===== src/rtl/alu_arbiter_if.sv =====
// rtl/alu_arbiter_if.sv - two-port request/response bundle for the ALU arbiter
interface alu_arbiter_if;
   logic [1:0]        req_valid;
   logic [1:0]        req_ready;
   logic [1:0][2:0]   req_funct;
   logic [1:0][63:0]  req_a;
   logic [1:0][63:0]  req_b;
   logic [1:0]        rsp_valid;
   logic [1:0]        rsp_ready;
   logic [63:0]       rsp_result;
   logic [5:0]        rsp_flags;

   modport master (
      output req_valid, req_funct, req_a, req_b, rsp_ready,
      input  req_ready, rsp_valid, rsp_result, rsp_flags
   );

   modport slave (
      input  req_valid, req_funct, req_a, req_b, rsp_ready,
      output req_ready, rsp_valid, rsp_result, rsp_flags
   );
endinterface


===== src/rtl/alu_arbiter.sv =====
// rtl/alu_arbiter.sv - round-robin arbiter sharing one ALU between two ports
module alu_arbiter #(
   parameter int RR_INIT = 0
) (
   input  logic        clk,
   input  logic        rst_n,
   alu_arbiter_if.slave bus,
   output logic [2:0]  alu_funct,
   output logic [63:0] alu_a,
   output logic [63:0] alu_b,
   input  logic [63:0] alu_result,
   input  logic [5:0]  alu_flags,
   output logic        busy
);

   typedef enum logic [1:0] {IDLE, EXEC, RESP} state_t;

   state_t state;
   state_t state_next;
   logic   prio;
   logic   grant;
   logic   grant_q;
   logic   accept;
   logic   done;

   // Lone requester wins; on contention the port holding priority wins
   always_comb begin
      grant = prio;
      if (bus.req_valid == 2'b01) begin
         grant = 1'b0;
      end else if (bus.req_valid == 2'b10) begin
         grant = 1'b1;
      end
   end

   assign accept = (state == IDLE) && (bus.req_valid != 2'b00);
   assign done   = (state == RESP) && bus.rsp_ready[grant_q];

   // State register; reset drops any in-flight operation
   always_ff @(posedge clk or negedge rst_n) begin
      if (!rst_n) begin
         state <= IDLE;
      end else begin
         state <= state_next;
      end
   end

   // Next-state: one cycle in EXEC, hold RESP until the granted port consumes
   always_comb begin
      state_next = state;
      case (state)
         IDLE:    if (accept) state_next = EXEC;
         EXEC:    state_next = RESP;
         RESP:    if (done) state_next = IDLE;
         default: state_next = IDLE;
      endcase
   end

   // Handshake outputs decoded from state and the latched grant
   always_comb begin
      bus.req_ready = 2'b00;
      bus.rsp_valid = 2'b00;
      busy          = (state != IDLE);
      if (accept) begin
         bus.req_ready = grant ? 2'b10 : 2'b01;
      end
      if (state == RESP) begin
         bus.rsp_valid = grant_q ? 2'b10 : 2'b01;
      end
   end

   // Operand latch, result capture and priority rotation
   always_ff @(posedge clk or negedge rst_n) begin
      if (!rst_n) begin
         alu_funct      <= 3'd0;
         alu_a          <= 64'd0;
         alu_b          <= 64'd0;
         grant_q        <= 1'b0;
         bus.rsp_result <= 64'd0;
         bus.rsp_flags  <= 6'd0;
         prio           <= (RR_INIT != 0);
      end else begin
         if (accept) begin
            alu_funct <= bus.req_funct[grant];
            alu_a     <= bus.req_a[grant];
            alu_b     <= bus.req_b[grant];
            grant_q   <= grant;
         end
         if (state == EXEC) begin
            bus.rsp_result <= alu_result;
            bus.rsp_flags  <= alu_flags;
         end
         if (done) begin
            prio <= ~grant_q;
         end
      end
   end

endmodule


===== src/flat_wrapper.sv =====
// flat-port wrapper written by rule: the top's interface ports become plain ports
module alu_arbiter_flat 
#(
   parameter int RR_INIT = 0
)
  (clk, rst_n, alu_funct, alu_a, alu_b, alu_result, alu_flags, busy, bus_req_valid, bus_req_funct, bus_req_a, bus_req_b, bus_rsp_ready, bus_req_ready, bus_rsp_valid, bus_rsp_result, bus_rsp_flags);
  alu_arbiter_if bus_i ();
  input  logic clk;
  input  logic rst_n;
  output logic [2:0] alu_funct;
  output logic [63:0] alu_a;
  output logic [63:0] alu_b;
  input  logic [63:0] alu_result;
  input  logic [5:0] alu_flags;
  output logic busy;
  input wire logic [$bits(bus_i.req_valid)-1:0] bus_req_valid;
  input wire logic [$bits(bus_i.req_funct)-1:0] bus_req_funct;
  input wire logic [$bits(bus_i.req_a)-1:0] bus_req_a;
  input wire logic [$bits(bus_i.req_b)-1:0] bus_req_b;
  input wire logic [$bits(bus_i.rsp_ready)-1:0] bus_rsp_ready;
  output wire logic [$bits(bus_i.req_ready)-1:0] bus_req_ready;
  output wire logic [$bits(bus_i.rsp_valid)-1:0] bus_rsp_valid;
  output wire logic [$bits(bus_i.rsp_result)-1:0] bus_rsp_result;
  output wire logic [$bits(bus_i.rsp_flags)-1:0] bus_rsp_flags;
  assign bus_i.req_valid = bus_req_valid;
  assign bus_i.req_funct = bus_req_funct;
  assign bus_i.req_a = bus_req_a;
  assign bus_i.req_b = bus_req_b;
  assign bus_i.rsp_ready = bus_rsp_ready;
  assign bus_req_ready = bus_i.req_ready;
  assign bus_rsp_valid = bus_i.rsp_valid;
  assign bus_rsp_result = bus_i.rsp_result;
  assign bus_rsp_flags = bus_i.rsp_flags;
  alu_arbiter #(.RR_INIT(RR_INIT)) u_core (.clk(clk), .rst_n(rst_n), .bus(bus_i), .alu_funct(alu_funct), .alu_a(alu_a), .alu_b(alu_b), .alu_result(alu_result), .alu_flags(alu_flags), .busy(busy));
endmodule

===== config.mk =====
export PLATFORM = sky130hd
export DESIGN_NAME = alu_arbiter_flat
export DESIGN_NICKNAME = d
export VERILOG_FILES = /design/src/rtl/alu_arbiter_if.sv /design/src/rtl/alu_arbiter.sv /design/src/flat_wrapper.sv
export SDC_FILE = /design/constraint.sdc
export NUM_CORES = 1
export LEC_CHECK = 0
export ABC_AREA = 0
export ABC_CLOCK_PERIOD_IN_PS = 4100
export CORE_AREA = 2 2 209 211
export DETAILED_ROUTE_END_ITERATION = 16
export DIE_AREA = 0 0 211 213
export GPL_TIMING_DRIVEN = 0
export REMOVE_ABC_BUFFERS = 1
export SKIP_LAST_GASP = 1
export SLEW_MARGIN = 20
export SYNTH_ARGS = -nofsm -noshare
export SYNTH_HDL_FRONTEND = slang
export SYNTH_SLANG_ARGS = --single-unit

===== constraint.sdc =====
create_clock -name clk -period 4.1 [get_ports clk]
set_input_delay 0.41 -clock clk [delete_from_list [all_inputs] [get_ports clk]]
set_output_delay 0.41 -clock clk [all_outputs]
set_load 0.05 [all_outputs]

Figure 1. Metal 1 (run 1).
(2 px per µm) Supply wires on this layer in gray.
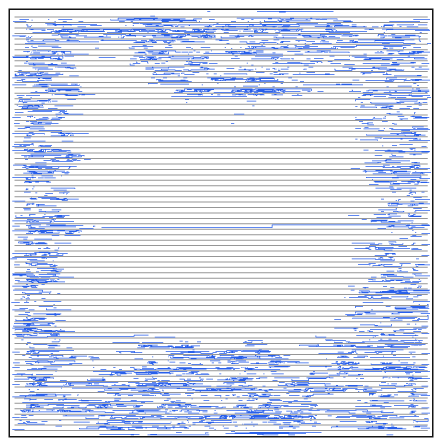
nets with wire on the layer: 1,258
wire length on this layer: 13,300 µm
vias after detailed routing: 7,742
met1 track utilization from global routing: 16.3%
Post-Route WL: 33,200 µm

Figure 2. Cell outlines without signal wires (run 1).
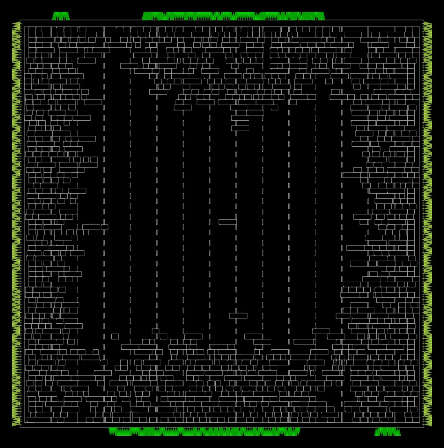
Tap Count: 546
Cell Rows: 76
flip-flops: 205
Final Non-Filler Cells: 1,705

Figure 3. M4 wires (run 1).
(2 px per µm) Supply wires on this layer in gray.
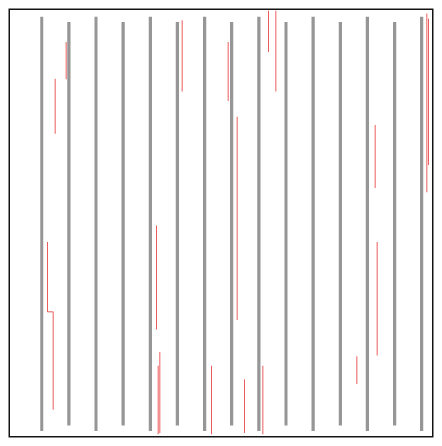
main direction: vertical
wire length on this layer: 842 µm
nets with wire on the layer: 14
share of all routed wire: 2.5%

Figure 4. M2 wires (run 1).
(1 px per µm)
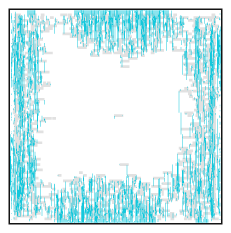
wire length on this layer: 15,800 µm
main direction: vertical
routing usage on met2: 23.6%

==> datasheet_impl.txt, run 1 <==
Physical implementation characteristics

Parameter                              Value

Outcome
  Outcome .................. finished clean

Layout
  Layout net count .................. 1,480
  Inserted Diodes .................. 0
  Final non-filler cell area .................. 0.0155 mm²
  Highest-count cells in the layout ignoring fill and taps .................. sky130_fd_sc_hd__clkdlybuf4s50_1 (542), sky130_fd_sc_hd__dfrtp_1 (205), sky130_fd_sc_hd__o21a_1 (131), sky130_fd_sc_hd__a221o_1 (131), sky130_fd_sc_hd__mux2_2 (70)
  Most instantiated logic cell after routing .................. sky130_fd_sc_hd__clkdlybuf4s50_1

Power and ir drop
  Internal power summed over all cells .................. 7.66 mW
  Leakage power .................. 6.18 nW
  Part of the total power dissipated in the clock network .................. 14.0%
  Dominant power group .................. combinational logic
  Switching fraction of total power .................. 47.3%
  Power attributed to combinational cells .................. 8.91 mW
  Max IR drop VDD .................. 0.000417 V

Worst setup path
  Endpoint arrival time on the critical path .................. 2.98 ns
  Crit. Startpoint .................. u_core.state[1]
  Slowest Stage Delay on Critical Path .................. 0.87 ns
  Reg-to-reg critical path startpoint .................. u_core.state[1]
  Category of the worst setup path capture point .................. primary output
  Buf+Inv Stages, Crit Path .................. 2
  Worst path top cell family by delay .................. buffers and inverters
  Sequence of cells on the critical path .................. nor2_2 > and3_4 > buf_16 > clkdlybuf4s50_1
  Total number of cells along the worst setup path .................. 4
  Category of the critical setup timing path .................. reg -> out
  Crit Reg-Reg Endpoint .................. u_core.alu_b[11]
  Maximum fanout encountered on the critical timing path .................. 62
  Endpoint required time on the critical path .................. 3.69 ns
  CP max-delay cell .................. sky130_fd_sc_hd__clkdlybuf4s50_1
  Worst Setup EP .................. bus_req_ready[0]

Clock network
  Count of cells resized by post-cts repair .................. 0
  TritonCTS clock tree .................. yes
  Setup repair bufs after CTS .................. 0
  Clock net sink count .................. 205

Final timing
  Sum of negative setup slack .................. 0 ns
  Transition at the pin with the smallest max-transition slack .................. 0.700 ns
  Part of the cycle the worst path needs .................. 82.7%
  Final hold violation count .................. 0
  Worst slew margin .................. 53.2%
  Worst setup slack after layout .................. 0.708 ns
  Top achievable clock speed .................. 0.295 GHz

Floorplan
  Count of pins on the block boundary .................. 544
  Initial cell density of the core .................. 20.4%
  Width of the die .................. 211 µm
  Standard cell core area .................. 0.0427 mm²

Synthesis
  Cell Type Count .................. 17
  Leading cell types by count after synthesis .................. sky130_fd_sc_hd__dfrtp_1 (205), sky130_fd_sc_hd__a221o_1 (131), sky130_fd_sc_hd__o21a_1 (131)
  Post-synthesis area per instance .................. 13.9 µm²
  Post-synthesis cell count .................. 625
  Largest type area fraction .................. 59.0%
  Post-synthesis share of cell area spent on full adders, half adders and majority gates .................. 0%
  Post-Synth Simple-Gate Area .................. 0.791%
  Dominant combinational family .................. AND-OR/OR-AND gates
  Async set-reset flop share out of synthesis .................. 100%
  Yosys Instances .................. 625

Global routing
  Tot GR Track Use .................. 13.8%
  Global-route wire length before repair .................. 48,700 µm
  Number of antenna violations at the first check in global routing .................. 0
  Maximum number of pins on one net before global-route repair .................. 88

Routing
  Met1 WL .................. 13,300 µm
  Post-detailed-route wirelength per cell .................. 19.5 µm
  DRC marker count from the first detailed-route iteration .................. 292

Placement
  Placement-stage worst setup slack .................. 0.984 ns
  Placed cell areas .................. 0.0148 mm²
  I/O Buffers .................. 543

Flow run
  Tool warnings .................. 25
  Tally of max-capacitance violations .................. 0

Min path
  Hold Path Class .................. in -> async
[run 1: flip-flops by register name, summed over array words and instances, names as in the netlist]
register / flops
u_core.state: 2
u_core.bus.rsp_result: 64
u_core.grant_q: 1
u_core.alu_b: 64
u_core.alu_a: 64
u_core.alu_funct: 3
u_core.prio: 1
u_core.bus.rsp_flags: 6
[run 1: area by class of cell]
type / count / area [µm²]
clock inverter: 2 / 10.0
sequential: 205 / 5130
multi-input combinational: 351 / 3210
timing repair buffer: 557 / 5770
clock buffer: 41 / 726
fill: 4234 / 27200
tap: 546 / 683
inverter: 3 / 16.3
[run 1: per-layer routing]
layer | up-vias | global-route usage [%]
met5 | - | 0
met4 | 0 | 4.35
met3 | 43 | 4.78
met2 | 381 | 23.6
met1 | 3828 | 16.3
li1 | 3490 | -
Figure 5. The metal 3 layer (run 1).
(2 px per µm)
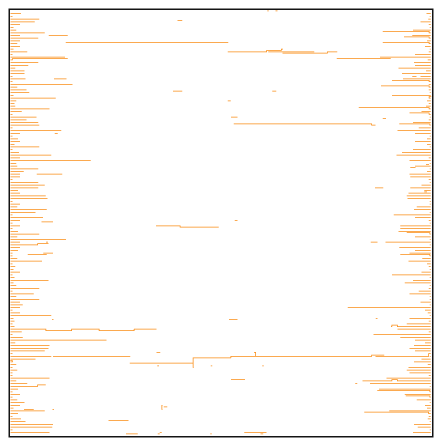

==> run 1 -> run 2 <==
ABC_CLOCK_PERIOD_IN_PS = 3050   (was 4100)
CORE_AREA = 2 2 212 214   (was 2 2 209 211)
DIE_AREA = 0 0 214 216   (was 0 0 211 213)
clock period = 3.05 ns   (was 4.1 ns; I/O delays follow)
Figure 6. The metal 3 layer (run 2).
(1.5 px per µm)
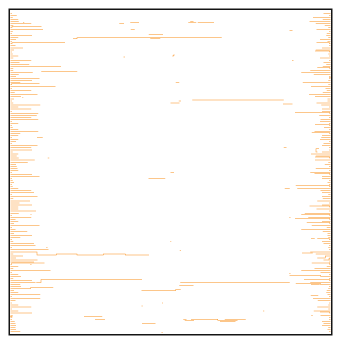
wire length on this layer: 2,950 µm
longest straight run: 96.4 µm
main direction: horizontal
vias after detailed routing: 7,778
Post-Route WL: 33,900 µm

==> datasheet_impl.txt, run 2 <==
Physical implementation characteristics

Parameter                              Value

Worst setup path
  Category of the worst setup path capture point .................. primary output
  Category of the critical setup timing path .................. reg -> out
  Crit Reg-Reg Endpoint .................. u_core.alu_a[6]
  Sequence of cells on the critical path .................. nor2_4 > and3_4 > buf_16 > clkdlybuf4s15_2
  Worst Setup EP .................. bus_req_ready[0]
  Endpoint arrival time on the critical path .................. 2.50 ns (-0.48 ns)
  R2R cell count .................. 5
  Maximum fanout encountered on the critical timing path .................. 66 (+6.5%)
  Worst Setup Start Kind .................. flip-flop
  Crit. Startpoint .................. u_core.state[1]
  Slowest Stage Delay on Critical Path .................. 0.44 ns (-0.43 ns)
  Endpoint required time on the critical path .................. 2.74 ns (-0.95 ns)
  CP max-delay cell .................. sky130_fd_sc_hd__dfrtp_1
  Reg-to-reg critical path startpoint .................. u_core.state[1]

Outcome
  Outcome .................. finished clean

Layout
  Gate Area .................. 0.00323 mm² (+0.62%)
  Fill cell total of the finished layout .................. 4,318 (+2.0%)
  Highest-count cells in the layout ignoring fill and taps .................. sky130_fd_sc_hd__clkdlybuf4s50_1 (539), sky130_fd_sc_hd__dfrtp_1 (205), sky130_fd_sc_hd__o21a_1 (131), sky130_fd_sc_hd__a221o_1 (131), sky130_fd_sc_hd__mux2_2 (70)
  Final Non-Filler Cells .................. 1,754 (+2.9%)
  Seq. cell area .................. 0.00513 mm² (unchanged)
  Inserted Diodes .................. 0 (unchanged)
  Final non-filler cell area .................. 0.0157 mm² (+1.2%)
  Layout net count .................. 1,482 (+0.14%)
  Area Growth Syn to Fin .................. 80.9%
  Most instantiated logic cell after routing .................. sky130_fd_sc_hd__clkdlybuf4s50_1
  Registers with the most flip-flops .................. u_core.alu_a (64), u_core.alu_b (64), u_core.bus.rsp_result (64)

Power and ir drop
  Power attributed to combinational cells .................. 12.0 mW (+35%)
  Part of the total power dissipated in the clock network .................. 15.3% (+1.3 points)
  Internal power summed over all cells .................. 10.5 mW (+38%)
  Max IR drop VDD .................. 0.000553 V (+33%)
  Switching fraction of total power .................. 46.9% (-0.46 points)
  Leakage power .................. 6.25 nW (+1.1%)
  Dominant power group .................. combinational logic
  Power dissipated in sequential cells .................. 4.82 mW
  Net Sw Power .................. 9.30 mW

Min path
  Hold Path Class .................. in -> async

Floorplan
  Count of pins on the block boundary .................. 544 (unchanged)
  Width of the die .................. 214 µm (+1.4%)
  Die Ht .................. 216 µm
  Initial cell density of the core .................. 19.8% (-0.53 points)
  Standard cell core area .................. 0.0438 mm² (+2.7%)
  Cell Rows .................. 77 (+1.3%)
  Chip Area .................. 0.0462 mm²

Global routing
  Most used routing layer in global routing .................. met2
  Global-route wire length before repair .................. 51,000 µm (+4.8%)
  Met1 track utilization from global routing .................. 16.8% (+0.52 points)
  Maximum number of pins on one net before global-route repair .................. 90 (+2.3%)
  Number of antenna violations at the first check in global routing .................. 0 (unchanged)
  Tot GR Track Use .................. 14.0% (+0.17 points)
  Fraction of met3 tracks used by global routing .................. 4.23% (-0.55 points)

Final timing
  Worst slew margin .................. 45.3% (-7.9 points)
  Transition at the pin with the smallest max-transition slack .................. 0.819 ns (+0.119 ns)
  Part of the cycle the worst path needs .................. 92.0%
  Number of pins exceeding their max-slew limit in the final report .................. 0
  Final hold violation count .................. 0 (unchanged)
  Min Clock Period, post-route .................. 2.81 ns
  Setup repair after global routing missed its margin .................. no
  Worst setup slack after layout .................. 0.245 ns (-0.463 ns)
  Final setup violation count .................. 0
  Top achievable clock speed .................. 0.356 GHz

Synthesis
  Yosys Instances .................. 625 (unchanged)
  Async set-reset flop share out of synthesis .................. 100% (unchanged)
  Number of flip-flops and latches in the synthesized netlist .................. 205
  Largest type area fraction .................. 59.0% (unchanged)
  Area contributors post-synth .................. sky130_fd_sc_hd__dfrtp_1 (59%), sky130_fd_sc_hd__a221o_1 (15%), sky130_fd_sc_hd__o21a_1 (11%)
  Post-Synth Simple-Gate Area .................. 0.791% (unchanged)
  Xor and xnor area share after synthesis .................. 0%
  Cell Type Count .................. 17 (unchanged)
  Complex-gate fraction of the synthesized area .................. 26.8%
  Post-synthesis area per instance .................. 13.9 µm² (unchanged)
  Post-synthesis cell count .................. 625 (unchanged)
  Dominant flop cell .................. sky130_fd_sc_hd__dfrtp_1
  Dominant combinational family .................. AND-OR/OR-AND gates
  Post-synthesis share of cell area spent on full adders, half adders and majority gates .................. 0% (unchanged)
  Total number of yosys warnings .................. 0
  Seq share, synth .................. 59.0%
  Leading cell types by count after synthesis .................. sky130_fd_sc_hd__dfrtp_1 (205), sky130_fd_sc_hd__a221o_1 (131), sky130_fd_sc_hd__o21a_1 (131)

Flow run
  Tally of max-capacitance violations .................. 0 (unchanged)
  Tool warnings .................. 26 (+4.0%)

Routing
  Met1 WL .................. 13,900 µm (+4.6%)
  Vias/cell .................. 4.43
  DRC marker count from the first detailed-route iteration .................. 380 (+30%)
  Number of optimization iterations in the first detailed-route pass .................. 4
  Highest routed layer .................. met4
  Post-detailed-route wirelength per cell .................. 19.3 µm (-0.70%)

Clock network
  Setup repair bufs after CTS .................. 0 (unchanged)
  Clock slew seen by the registers of the worst setup and hold paths .................. 0.06 ns
  Clock net sink count .................. 205 (unchanged)
  Count of cells resized by post-cts repair .................. 5 (+5)
  TritonCTS clock tree .................. yes
  Max Buffers Root-to-Sink .................. 3
  Root buffer selected by CTS .................. sky130_fd_sc_hd__clkbuf_16

Placement
  Placed cells .................. 1,707
  Placement-stage worst setup slack .................. 0.0651 ns (-0.919 ns)
  Placed cell areas .................. 0.0149 mm² (+0.44%)
  HPWL reported at the end of detailed placement .................. 24,500 µm
  I/O Buffers .................. 543 (unchanged)
Figure 7. M2 wires (run 2).
(1 px per µm)
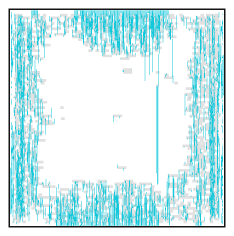
main direction: vertical
longest straight run: 98.6 µm
nets with wire on the layer: 1,349
routing usage on met2: 24.3%

-- run 2: cell type report --
type,instances,area share [%]
clock buffers,37,4.77
clock inverters,7,0.573
inverters,3,0.103
multi-input cells,353,20.5
flip-flops and latches,205,32.6
well taps,592,4.71
repair buffers,557,36.7
-- run 2: per-stage QoR --
stage / TNS (ns) / hold WS, ns
after floorplan: -247.79 / 0.00941
after global routing: 0 / 0.332
final: 0 / 0.320
after CTS: -0.0870 / 0.287
after detailed placement: 0 / 0.268
after global placement: -2378.71 / 0.485
-- run 2: critical path: cells and delay by family, from the launching register on --
family                 cells  cell delay, ns
AND/OR/NAND/NOR            2            0.74
buffers and inverters      2            0.70
flip-flops                 1            0.44
Figure 8. M4 wires (run 2).
(1.5 px per µm) Supply wires on this layer in gray.
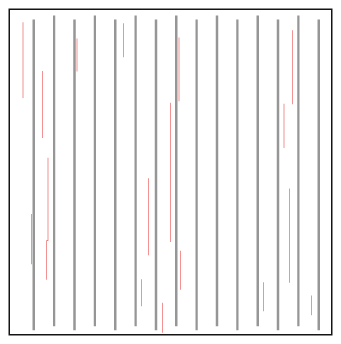

==> run 2 -> run 3 <==
CELL_PAD_IN_SITES_DETAIL_PLACEMENT = 1   (was unset)
CELL_PAD_IN_SITES_GLOBAL_PLACEMENT = 1   (was unset)
CORE_AREA = 2 2 213 215   (was 2 2 212 214)
DIE_AREA = 0 0 215 217   (was 0 0 214 216)
PLACE_DENSITY_LB_ADDON = 0.1   (was unset)
Figure 9. M4 wires (run 3).
(1.5 px per µm) Supply wires on this layer in gray.
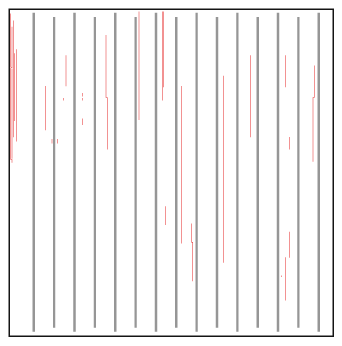
share of all routed wire: 2.8%
wire length on this layer: 1,170 µm
nets with wire on the layer: 18
main direction: vertical
Post-Route WL: 42,500 µm
vias after detailed routing: 7,868

==> datasheet_impl.txt, run 3 <==
Physical implementation characteristics

Parameter                              Value

Layout
  Buffer share of cell area .................. 36.4% (-0.25 points)
  Fill cell total of the finished layout .................. 4,795 (+11%)
  Non-clock inverter instance count of the final layout .................. 3 (unchanged)
  Layout net count .................. 1,490 (+0.54%)
  Signal buffers .................. 560 (+0.54%)
  Combinational Gates .................. 355 (+0.57%)
  Inserted Diodes .................. 5 (+5)
  Cell class ranked first by area .................. non-clock buffers
  Number of clock buffers in the layout .................. 41 (+11%)
  Proportion of cell area spent on the clock network .................. 6.02% (+0.68 points)
  Highest-count cells in the layout ignoring fill and taps .................. sky130_fd_sc_hd__clkdlybuf4s50_1 (540), sky130_fd_sc_hd__dfrtp_1 (205), sky130_fd_sc_hd__o21a_1 (131), sky130_fd_sc_hd__a221o_1 (131), sky130_fd_sc_hd__mux2_2 (70)
  Flip-flops .................. 205 (unchanged)
  Fraction of area in multi-input gates .................. 20.4% (-0.14 points)
  Registers with the most flip-flops .................. u_core.alu_a (64), u_core.alu_b (64), u_core.bus.rsp_result (64)
  Final non-filler cell area .................. 0.0159 mm² (+1.2%)
  Gate Area .................. 0.00324 mm² (+0.46%)
  Seq. cell area .................. 0.00513 mm² (unchanged)
  Most instantiated logic cell after routing .................. sky130_fd_sc_hd__clkdlybuf4s50_1
  Area Growth Syn to Fin .................. 83.0%

Synthesis
  Async set-reset flop share out of synthesis .................. 100% (unchanged)
  Post-synthesis cell count .................. 625 (unchanged)
  Cell Type Count .................. 17 (unchanged)
  Largest type area fraction .................. 59.0% (unchanged)
  Dominant flop cell .................. sky130_fd_sc_hd__dfrtp_1
  Leading cell types by count after synthesis .................. sky130_fd_sc_hd__dfrtp_1 (205), sky130_fd_sc_hd__a221o_1 (131), sky130_fd_sc_hd__o21a_1 (131)
  Post-synthesis area per instance .................. 13.9 µm² (unchanged)
  Total number of yosys warnings .................. 0 (unchanged)
  Area contributors post-synth .................. sky130_fd_sc_hd__dfrtp_1 (59%), sky130_fd_sc_hd__a221o_1 (15%), sky130_fd_sc_hd__o21a_1 (11%)
  Yosys Instances .................. 625 (unchanged)
  Seq share, synth .................. 59.0% (unchanged)
  Number of flip-flops and latches in the synthesized netlist .................. 205 (unchanged)

Floorplan
  Initial cell density of the core .................. 19.5% (-0.38 points)
  Count of pins on the block boundary .................. 544 (unchanged)
  Width of the die .................. 215 µm (+0.47%)
  Chip Area .................. 0.0467 mm² (+0.93%)
  Standard cell core area .................. 0.0447 mm² (+2.0%)
  Die Ht .................. 217 µm (+0.46%)

Global routing
  Global-route wire length before repair .................. 61,400 µm (+20%)
  Tot GR Track Use .................. 17.7% (+3.7 points)
  Maximum number of pins on one net before global-route repair .................. 93 (+3.3%)
  Number of antenna violations at the first check in global routing .................. 10 (+10)

Final timing
  Final hold violation count .................. 0 (unchanged)
  Setup repair after global routing missed its margin .................. no
  Sum of negative setup slack .................. 0 ns (unchanged)
  Hold_ws .................. 0.264 ns (-0.0556 ns)
  Number of pins exceeding their max-slew limit in the final report .................. 0 (unchanged)
  Final setup violation count .................. 0 (unchanged)
  Transition at the pin with the smallest max-transition slack .................. 0.742 ns (-0.0768 ns)
  Part of the cycle the worst path needs .................. 94.7% (+2.7 points)
  Worst setup slack after layout .................. 0.161 ns (-0.0835 ns)
  Min Clock Period, post-route .................. 2.89 ns (+0.0835 ns)
  Top achievable clock speed .................. 0.346 GHz (-2.9%)
  Worst slew margin .................. 50.4% (+5.1 points)

Power and ir drop
  Leakage power .................. 6.33 nW (+1.3%)
  Dominant power group .................. combinational logic
  Power attributed to combinational cells .................. 12.3 mW (about the same)
  Power dissipated in the clock network .................. 3.48 mW
  Internal power summed over all cells .................. 10.9 mW (+3.5%)
  Switching fraction of total power .................. 46.9% (+0.066 points)
  Max IR drop VDD .................. 0.000488 V (-12%)
  Part of the total power dissipated in the clock network .................. 16.9% (+1.6 points)
  Net Sw Power .................. 9.65 mW (+3.8%)
  Logic gate share of total power .................. 59.6%
  Power dissipated in sequential cells .................. 4.82 mW (about the same)

Worst setup path
  R2R cell count .................. 5 (unchanged)
  Worst Setup Start Kind .................. input port
  Category of the worst setup path capture point .................. primary output
  Buf+Inv Stages, Crit Path .................. 4 (+2)
  Crit. Startpoint .................. bus_req_valid[0]
  Endpoint arrival time on the critical path .................. 2.58 ns (+0.08 ns)
  CP max-delay cell .................. sky130_fd_sc_hd__clkdlybuf4s50_1
  Category of the critical setup timing path .................. in -> out
  Crit Reg-Reg Endpoint .................. u_core.alu_a[38]
  Slowest Stage Delay on Critical Path .................. 0.64 ns (+0.20 ns)
  Maximum fanout encountered on the critical timing path .................. 44 (-33%)
  Endpoint required time on the critical path .................. 2.74 ns (about the same)
  Reg-to-reg critical path startpoint .................. u_core.state[1]
  Worst path top cell family by delay .................. buffers and inverters
  Sequence of cells on the critical path .................. clkdlybuf4s50_1 > nand2b_1 > and3_4 > buf_12 > buf_12 > clkdlybuf4s15_2
  Worst Setup EP .................. bus_req_ready[1]
  Total number of cells along the worst setup path .................. 6 (+2)

Clock network
  Clock net sink count .................. 205 (unchanged)
  TritonCTS clock tree .................. yes
  Max Buffers Root-to-Sink .................. 3 (unchanged)
  Clock slew seen by the registers of the worst setup and hold paths .................. 0.06 ns (about the same)
  Root buffer selected by CTS .................. sky130_fd_sc_hd__clkbuf_16

Placement
  Placed cells .................. 1,716 (+0.53%)
  HPWL reported at the end of detailed placement .................. 30,200 µm (+23%)
  Placed cell areas .................. 0.0149 mm² (+0.12%)
  Placement-stage worst setup slack .................. -0.379 ns (-0.444 ns)
  I/O Buffers .................. 543 (unchanged)

Routing
  DRC marker count from the first detailed-route iteration .................. 273 (-28%)
  Number of optimization iterations in the first detailed-route pass .................. 4 (unchanged)
  Vias/cell .................. 4.43 (about the same)
  Post-detailed-route wirelength per cell .................. 23.9 µm (+24%)

Outcome
  Outcome .................. finished clean

Min path
  Hold Path Class .................. in -> async

Flow run
  Tally of max-capacitance violations .................. 0 (unchanged)
Figure 10. Cell outlines without signal wires (run 3).
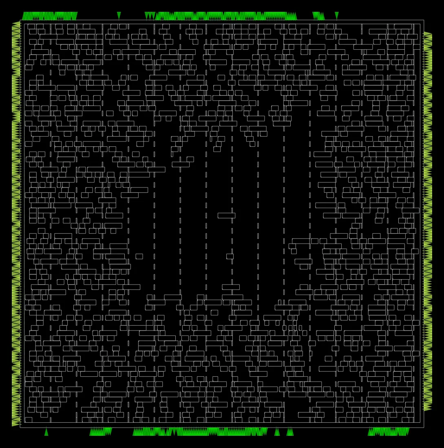
Tap Count: 600
fraction of standard cell area that is sequential: 32.2%
Final Non-Filler Cells: 1,776
Cell Rows: 78

## run 3: cell counts after synthesis
Identical to the previous run, type by type.
## run 3: kinds of logic after synthesis
logic type	Yosys count	share of synthesized area, %
AOI/OAI and AO/OA	268	26.8
and+or+nand+nor	13	0.791
buffers and inverters	69	4.39
muxes	70	9.07
DFF	205	59.0
## run 3: layer usage
metal / wire (µm) / share of wire [%] / up-vias / global-route usage, %
met5: 60 / 0.14 / - / 0
met4: 1170 / 2.7 / 10 / 5.59
met3: 5080 / 12 / 60 / 8.89
met2: 20000 / 47 / 368 / 29.3
met1: 16200 / 38 / 3899 / 19.8
li1: - / - / 3531 / -
## run 3: timing repair
action                                  in CTS  in global routing
endpoints found under the hold margin       45                  0
resized                                      7                  0
setup buffers                                2                  0
endpoints found under the setup margin       2                  0
hold buffers                                 1                  0
Power and IR drop assume default switching activity.
